--- src/rtl/p2s_rr_scheduler.sv ---
// p2s_rr_scheduler: round-robin grant of NUM_REQ parallel-word sources onto one P2S serializer.
// Latency: accept in cycle t -> registered load pulse, word and grant id at t+1; next accept >= t+BUFFER_SIZE.
// Backpressure: o_req_ready is a combinational one-hot only in accept cycles; i_hold blocks new grants.
module p2s_rr_scheduler #(
    parameter int BUFFER_SIZE = 7,
    parameter int NUM_REQ     = 4,
    parameter int CNT_W       = 16,
    localparam int GID_W      = (NUM_REQ > 1) ? $clog2(NUM_REQ) : 1
) (
    input  logic                           i_clk,
    input  logic                           i_rst,
    input  logic [NUM_REQ*BUFFER_SIZE-1:0] i_req_data,
    input  logic [NUM_REQ-1:0]             i_req_valid,
    output logic [NUM_REQ-1:0]             o_req_ready,
    input  logic                           i_hold,
    output logic [BUFFER_SIZE-1:0]         o_p2s_data,
    output logic                           o_p2s_dv,
    output logic [GID_W-1:0]               o_grant_id,
    output logic                           o_busy,
    output logic [CNT_W-1:0]               o_word_cnt
);

    localparam int SLOT_W = (BUFFER_SIZE > 1) ? $clog2(BUFFER_SIZE) : 1;

    typedef enum logic {
        IDLE   = 1'b0,
        SERIAL = 1'b1
    } state_t;

    state_t              state_q;
    state_t              state_d;
    logic [SLOT_W-1:0]   slot_cnt;
    logic [GID_W-1:0]    last_grant;
    logic [GID_W-1:0]    winner;
    logic [GID_W-1:0]    cand;
    logic                found;
    logic                eligible;
    logic                accept;

    // Search starts just after the previous winner so every source gets a turn.
    always_comb begin
        winner = '0;
        found  = 1'b0;
        cand   = '0;
        for (int i = 1; i <= NUM_REQ; i++) begin
            cand = GID_W'((int'(last_grant) + i) % NUM_REQ);
            if (!found && i_req_valid[cand]) begin
                found  = 1'b1;
                winner = cand;
            end
        end
    end

    // A new word may only load once the previous one has fully shifted out.
    assign eligible = (state_q == IDLE) || (slot_cnt == '0);
    assign accept   = eligible && !i_hold && found && !i_rst;

    always_ff @(posedge i_clk or posedge i_rst) begin
        if (i_rst) begin
            state_q <= IDLE;
        end else begin
            state_q <= state_d;
        end
    end

    always_comb begin
        state_d = state_q;
        case (state_q)
            IDLE:    if (accept) state_d = SERIAL;
            SERIAL:  if ((slot_cnt == '0) && !accept) state_d = IDLE;
            default: state_d = IDLE;
        endcase
    end

    always_comb begin
        o_req_ready = '0;
        if (accept) begin
            o_req_ready[winner] = 1'b1;
        end
        o_busy = (state_q == SERIAL);
    end

    always_ff @(posedge i_clk or posedge i_rst) begin
        if (i_rst) begin
            o_p2s_data <= '0;
            o_p2s_dv   <= 1'b0;
            o_grant_id <= '0;
            o_word_cnt <= '0;
            last_grant <= GID_W'(NUM_REQ - 1);
            slot_cnt   <= '0;
        end else begin
            o_p2s_dv <= accept;
            if (accept) begin
                o_p2s_data <= i_req_data[winner*BUFFER_SIZE +: BUFFER_SIZE];
                o_grant_id <= winner;
                last_grant <= winner;
                o_word_cnt <= o_word_cnt + CNT_W'(1);
                slot_cnt   <= SLOT_W'(BUFFER_SIZE - 1);
            end else if (slot_cnt != '0) begin
                slot_cnt <= slot_cnt - SLOT_W'(1);
            end
        end
    end

endmodule

--- config.mk ---
export PLATFORM = sky130hd
export DESIGN_NAME = p2s_rr_scheduler
export DESIGN_NICKNAME = d
export VERILOG_FILES = /design/src/rtl/p2s_rr_scheduler.sv
export SDC_FILE = /design/constraint.sdc
export NUM_CORES = 1
export LEC_CHECK = 0
export ABC_AREA = 0
export CORE_AREA = 2 2 60 62
export DETAILED_ROUTE_END_ITERATION = 8
export DIE_AREA = 0 0 62 64
export DONT_BUFFER_PORTS = 1
export GPL_ROUTABILITY_DRIVEN = 0
export PLACE_DENSITY = 0.65
export SYNTH_ARGS = -nofsm -noshare
export SYNTH_HDL_FRONTEND = slang
export SYNTH_SLANG_ARGS = --single-unit
--- constraint.sdc ---
create_clock -name i_clk -period 6.15 [get_ports i_clk]
set_input_delay 1.23 -clock i_clk [delete_from_list [all_inputs] [get_ports i_clk]]
set_output_delay 1.23 -clock i_clk [all_outputs]
set_load 0.005 [all_outputs]
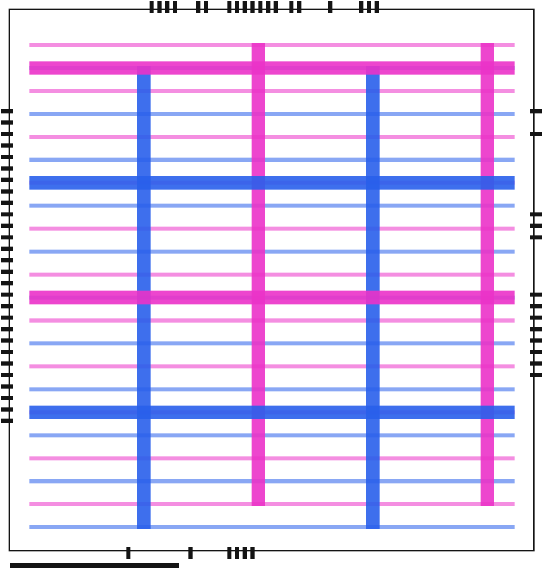
**Above:** supply network.
The bar under the picture is 20 um long. Pins as bars on the die edge.
[magenta] VDD
[blue] VSS
signal pins: 66
met1 rails: 22
die boundary height: 64 um
Max VDD drop: 0.000203 V
floorplan die width: 62 um

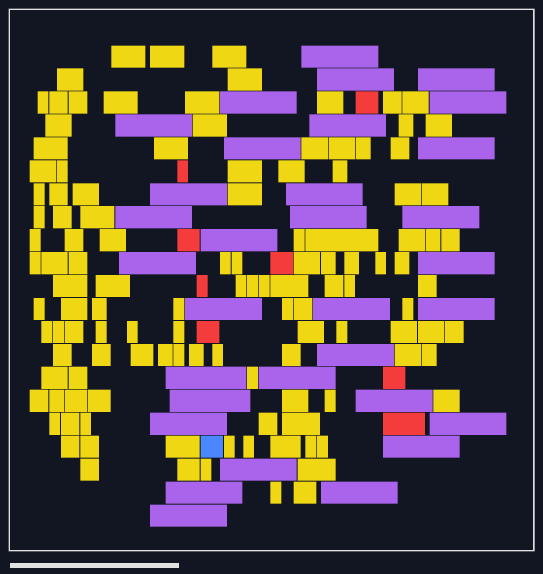
**Above:** placed cells, one color a class.
The bar under the picture is 20 um long.
[red] clock drivers and dummy loads | cells: 8 | share of their area: 3.5%
[blue] other buffers and delay cells | cells: 1 | share of their area: 0.44%
[purple] flip-flops | cells: 32 | share of their area: 47%
[yellow] all other logic | cells: 121 | share of their area: 49%

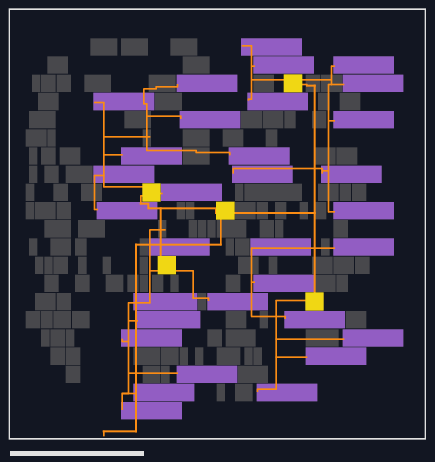
**Above:** clock network drawn from the DEF.
The bar under the picture is 20 um long.
[purple] flip-flops | count: 32
[orange] clock wires | length: 389 um
[yellow] cells driving clock nets | count: 5
routed clock nets: 6

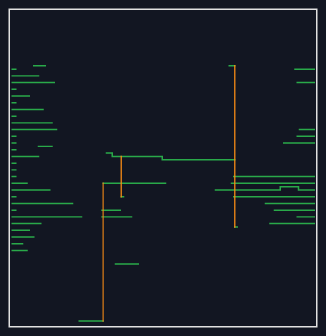
**Above:** metal layers overlaid.
Two of the layers only.
[green] met3 | wire length: 296 um
[orange] met4 | wire length: 68.7 um
vias: 1223
DRT Wirelength: 3460 um
Avg WL per Cell: 16.6 um
GRT Util Overall: 19.3%

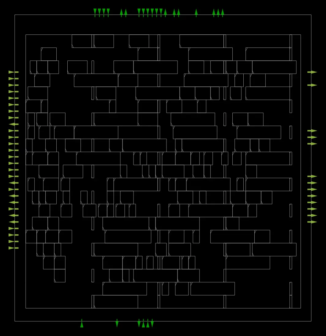
**Above:** cell placement.
tap cells: 46
sequential portion of the cell area: 45.6%
Core ar.: 3280 um^2

==> qor.log <==
qor: status.outcome finished, final reports clean
qor: drt.detail_route.wirelength.met1 1400 um
qor: timing.drv_slew 0
qor: layout.sequential_cell_area 803 um^2
qor: layout.comb_cells 109
qor: logic_synthesis.enable_flop_cells 0
qor: setup_path.worstSetupStartpointType primary input
qor: layout.largestRegisters o_word_cnt (16), o_p2s_data (7), slot_cnt (3)
qor: layout.layout.cells.non_filler 208
qor: setup_path.endpoint_kind primary output
qor: layout.finish.utilization 53.6%
qor: layout.total_of_fill_cells_in_the_finished_design 310
qor: setup_path.crit-reg2reg-capture o_p2s_data[1]
qor: global_route.use_met2 28.6%
qor: drt.vias_per_cell 5.88
qor: logic_synthesis.synthTopCellsByCount dfrtp_1, nand2_1, xnor2_1
qor: setup_path.worstRegToRegCells 8
qor: logic_synthesis.post_synth_area_from_yosys_stat 1660 um^2
qor: layout.insertedDiodeCount 0
qor: placement.portBuffers 0
qor: layout.final_cell_mix dfrtp_1, nand2_1, xnor2_1, nor2_1, inv_1
qor: timing.postLayoutSetupSlackWorst 2.03 ns
qor: timing.setup-violations-final 0
qor: global_route.global_route.usage.met3 7.09%
qor: power_and_ir_drop.pwr-share-clk 17.9%
qor: drt.postRouteAntennaNets 0
qor: cts.buffer_levels_on_the_longest_clock_path 2
qor: setup_path.cell_with_the_largest_stage_delay_on_the_worst_path a2111o_1
qor: drt.topRoutingLayerUsed met4
qor: logic_synthesis.synth_cells 157
qor: worst_hold_path.min_to o_word_cnt[15]
qor: timing.fmax 243 MHz
## power by group through the flow
stage	combinational [W]	clock (W)	sequential, W
6_report	0.000216	0.000123	0.000348
5_1_grt	0.000244	0.000140	0.000358
4_1_cts	0.000219	0.000126	0.000350
3_5_place_dp	0.000219	0	0.000353
3_3_place_gp	0.000206	0	0.000351
2_1_floorplan	0.000191	0	0.000329
## logic make-up (layout without fill, tap and decap cells)
| logic type | after synthesis | after routing | share of synthesized area [%] |
|---|---|---|---|
| muxes | 8 | 8 | 5.35 |
| adders and majority gates | 3 | 3 | 2.26 |
| DFF | 32 | 32 | 48.3 |
| xor gates and xnor gates | 16 | 16 | 8.43 |
| AOI/OAI and AO/OA | 31 | 31 | 15.2 |
| and+or+nand+nor | 51 | 51 | 16.2 |
| buffers and inverters | 16 | 21 | 4.22 |
Power is estimated from default activity; no workload was simulated.
